Figure 1. Placed cells, one color a class.
Scale: 6 px per micron.
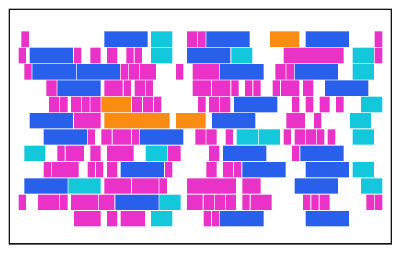
Figure 2. Wires at chosen ports, followed through buffers.
Scale: 10 px per micron.
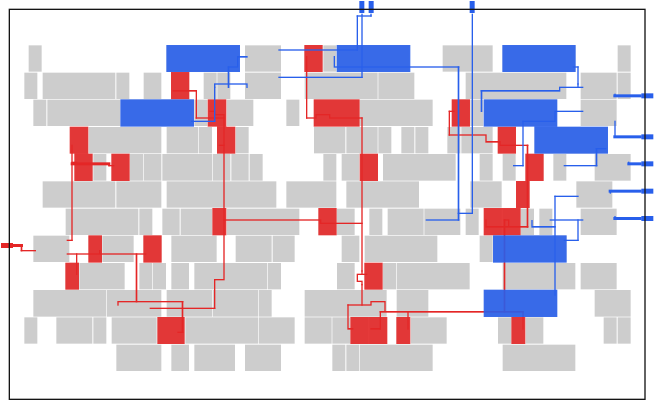
## src/rtl/parity_rx.sv

```systemverilog
`default_nettype none
// ============================================================================
//  Module      : parity_rx
//  Description : Serial frame receiver and parity checker. Frames are
//                start(0), DW data bits LSB first, parity, stop(1), one bit
//                per bit_en strobe. Delivers the byte plus parity and framing
//                error flags with a one-cycle valid pulse.
//  Options     : PARITY_RX_ERRCNT_EN - adds a saturating 8-bit count of
//                parity-error frames on err_cnt (tied to 0 otherwise).
//  Revision    : 1.0 - initial release
// ============================================================================
module parity_rx #(
  parameter int DW = 8
) (
  input  logic          clk,
  input  logic          rst,
  input  logic          bit_en,
  input  logic          rx,
  input  logic          par_odd,
  output logic [DW-1:0] data,
  output logic          valid,
  output logic          par_err,
  output logic          frm_err,
  output logic          busy,
  output logic [7:0]    err_cnt
);

  localparam int CNT_W = $clog2(DW);
  localparam logic [CNT_W-1:0] C_LAST_BIT = CNT_W'(DW - 1);

  typedef enum logic [1:0] {
    IDLE = 2'd0,
    DATA = 2'd1,
    PAR  = 2'd2,
    STOP = 2'd3
  } state_t;

  state_t           state;
  state_t           state_nxt;
  logic [CNT_W-1:0] cnt;
  logic [DW-1:0]    sreg;
  logic             pbit;
  logic             odd_q;
  logic             frame_par_err;

  // Odd scheme flips the expected parity, so XOR-ing odd_q in folds both
  // schemes into a single mismatch term.
  assign frame_par_err = (^sreg) ^ pbit ^ odd_q;
  assign busy          = (state != IDLE);

  // State register.
  always_ff @(posedge clk) begin
    if (rst) begin
      state <= IDLE;
    end else begin
      state <= state_nxt;
    end
  end

  // Next-state logic; only strobe cycles advance the FSM.
  always_comb begin
    state_nxt = state;
    if (bit_en) begin
      case (state)
        IDLE: if (!rx) state_nxt = DATA;
        DATA: if (cnt == C_LAST_BIT) state_nxt = PAR;
        PAR:  state_nxt = STOP;
        STOP: state_nxt = IDLE;
        default: state_nxt = IDLE;
      endcase
    end
  end

  // Shift in data, capture parity, and publish results on the stop strobe.
  always_ff @(posedge clk) begin
    if (rst) begin
      cnt     <= '0;
      sreg    <= '0;
      pbit    <= 1'b0;
      odd_q   <= 1'b0;
      data    <= '0;
      valid   <= 1'b0;
      par_err <= 1'b0;
      frm_err <= 1'b0;
    end else begin
      valid <= 1'b0;
      if (bit_en) begin
        case (state)
          IDLE: begin
            if (!rx) begin
              cnt   <= '0;
              odd_q <= par_odd;
            end
          end
          DATA: begin
            sreg <= {rx, sreg[DW-1:1]};
            cnt  <= cnt + 1'b1;
          end
          PAR: begin
            pbit <= rx;
          end
          STOP: begin
            data    <= sreg;
            par_err <= frame_par_err;
            frm_err <= ~rx;
            valid   <= 1'b1;
          end
          default: ;
        endcase
      end
    end
  end

`ifdef PARITY_RX_ERRCNT_EN
  logic [7:0] err_cnt_q;

  // Saturating parity-error counter, stepping on the same edge as valid.
  always_ff @(posedge clk) begin
    if (rst) begin
      err_cnt_q <= 8'h00;
    end else if (bit_en && (state == STOP) && frame_par_err &&
                 (err_cnt_q != 8'hFF)) begin
      err_cnt_q <= err_cnt_q + 8'd1;
    end
  end

  assign err_cnt = err_cnt_q;
`else
  assign err_cnt = 8'h00;
`endif

endmodule
`default_nettype wire
```

## config.mk

```make
export PLATFORM = sky130hd
export DESIGN_NAME = parity_rx
export DESIGN_NICKNAME = d
export VERILOG_FILES = /design/src/rtl/parity_rx.sv
export SDC_FILE = /design/constraint.sdc
export NUM_CORES = 1
export LEC_CHECK = 0
export CAP_MARGIN = 40
export CORE_ASPECT_RATIO = 0.6
export CORE_UTILIZATION = 53
export CTS_CLUSTER_SIZE = 25
export DETAILED_ROUTE_END_ITERATION = 16
export PLACE_DENSITY_LB_ADDON = 0.08
export SLEW_MARGIN = 20
export SYNTH_ARGS = -nofsm -noshare
export SYNTH_HDL_FRONTEND = slang
export SYNTH_SLANG_ARGS = --single-unit
export TNS_END_PERCENT = 30
```

## constraint.sdc

```tcl
create_clock -name clk -period 3.3 [get_ports clk]
set_input_delay 0.66 -clock clk [delete_from_list [all_inputs] [get_ports clk]]
set_output_delay 0.66 -clock clk [all_outputs]
set_load 0.01 [all_outputs]
```

==> run_results.csv <==
group,metric,value,unit
finish,comb_cells,101,
setup_path,endpoint,"busy",
finish,nClkBuffers,3,
logic_synthesis,top_cell,"nand2_1",
logic_synthesis,compound_area_frac,0.128,
route,routed-wl-met2,1.07,mm
final_timing,finalHoldViolations,0,
setup_path,crit_chain,"inv_1, ha_1, inv_1, clkdlybuf4s50_1",
finish,n_fill_cell,156,
global_route,gr-usage-met3,0.0765,
logic_synthesis,post-synth-top-area-fraction,0.434,
finish,syn_to_final_growth,18.5,%
setup_path,r2r-start,"state[0]$_SDFFE_PP0P_",
global_route,top_usage_layer,"met2",
finish,sh_comb_area,0.425,
setup_path,cp_common_cell,"inv_1",
power,power,0.651,mW
power,power_frac_comb,0.103,
global_route,met1_usage,0.254,
setup_path,worstSetupPathType,"reg2out",
logic_synthesis,top_cells_by_area,"dfxtp_1 (43%), nand2_1 (9.1%), a21oi_1 (7.9%)",
power,leakage,0.535,nW
logic_synthesis,muxShareOfSynthArea,0.0167,
finish,n_all_buffers,17,
finish,clock_area_frac,0.0502,
worst_hold_path,hold_path.startpoint,"data[5]$_SDFFE_PP0P_",
logic_synthesis,synth.cell_area,0.00120,sq mm
power,pwr-share-clk,0.403,
route,drc,0,
final_timing,slew_violations,0,
place,gp_congestion,0.739,
final_timing,finalCriticalPeriod,2280,ps
finish,lay_top_cells,"nand2_1 (29), dfxtp_1 (26), a21oi_1 (19)",
setup_path,r2r-end,"cnt[1]$_SDFFE_PP0P_",
finish,drive_above_1_share,0.0526,
global_route,use_met2,0.372,
worst_hold_path,worstHoldEndpoint,"data[5]$_SDFFE_PP0P_",
finish,buffer_area_frac,0.123,
setup_path,cp_num_cells,4,
finish,lay_top_count,"nand2_1",
place,place_area,0.00135,sq mm
setup_path,critPathLaunch,"state[0]$_SDFFE_PP0P_",
power,swShare,0.222,
cts,cts_setup_buffers,0,
final_timing,setup_viol,0,
logic_synthesis,ff_type,"dfxtp_1",
logic_synthesis,ys_sh_simple,0.175,
finish,seq_cells,26,
final_timing,timing.fmax,439,MHz
route,dr_total_vias,934,
worst_hold_path,hold_path_class,"reg2reg",
logic_synthesis,synthAdderAreaFrac,0.0730,
cts,cts.clk_slew.worst_paths,90,ps
cts,cts_buffer_depth,2,
die,fp-row-count,12,
run_status,status,"finished, final reports clean",
global_route,grt-ovfl-total,0,
final_timing,worst_clock_skew,5.67,ps
setup_path,cp_top_family,"buffers and inverters",
finish,inv_count,4,
route,routed.top_layer,"met4",
setup_path,cp_num_buf_inv,3,
logic_synthesis,top_logic_kind,"simple AND/OR/NAND/NOR gates",
route,drtIter0Drc,36,
setup_path,worst-r2r-cell-count,6,
setup_path,arrival,1620,ps
cts,clock-root-buffer,"clkbuf_8",
-- Figure 1 (at the start) --
Blue shows flops, cells 26, share of their area 38%. Magenta shows combinational and other logic, cells 105, share of their area 45%. Cyan shows other buffers and delay cells, cells 17, share of their area 13%. Orange shows clock drivers and dummy loads, cells 4, share of their area 5.1%.

-- Figure 2 (at the start) --
Blue shows data, direction output, end cells 8, buffers 8, wire 164 microns. Red shows rst, direction input, end cells 26, buffers 2, wire 189 microns.
num ports: 25
Port Buf Inserts: 16

Power is estimated from default activity; no workload was simulated.
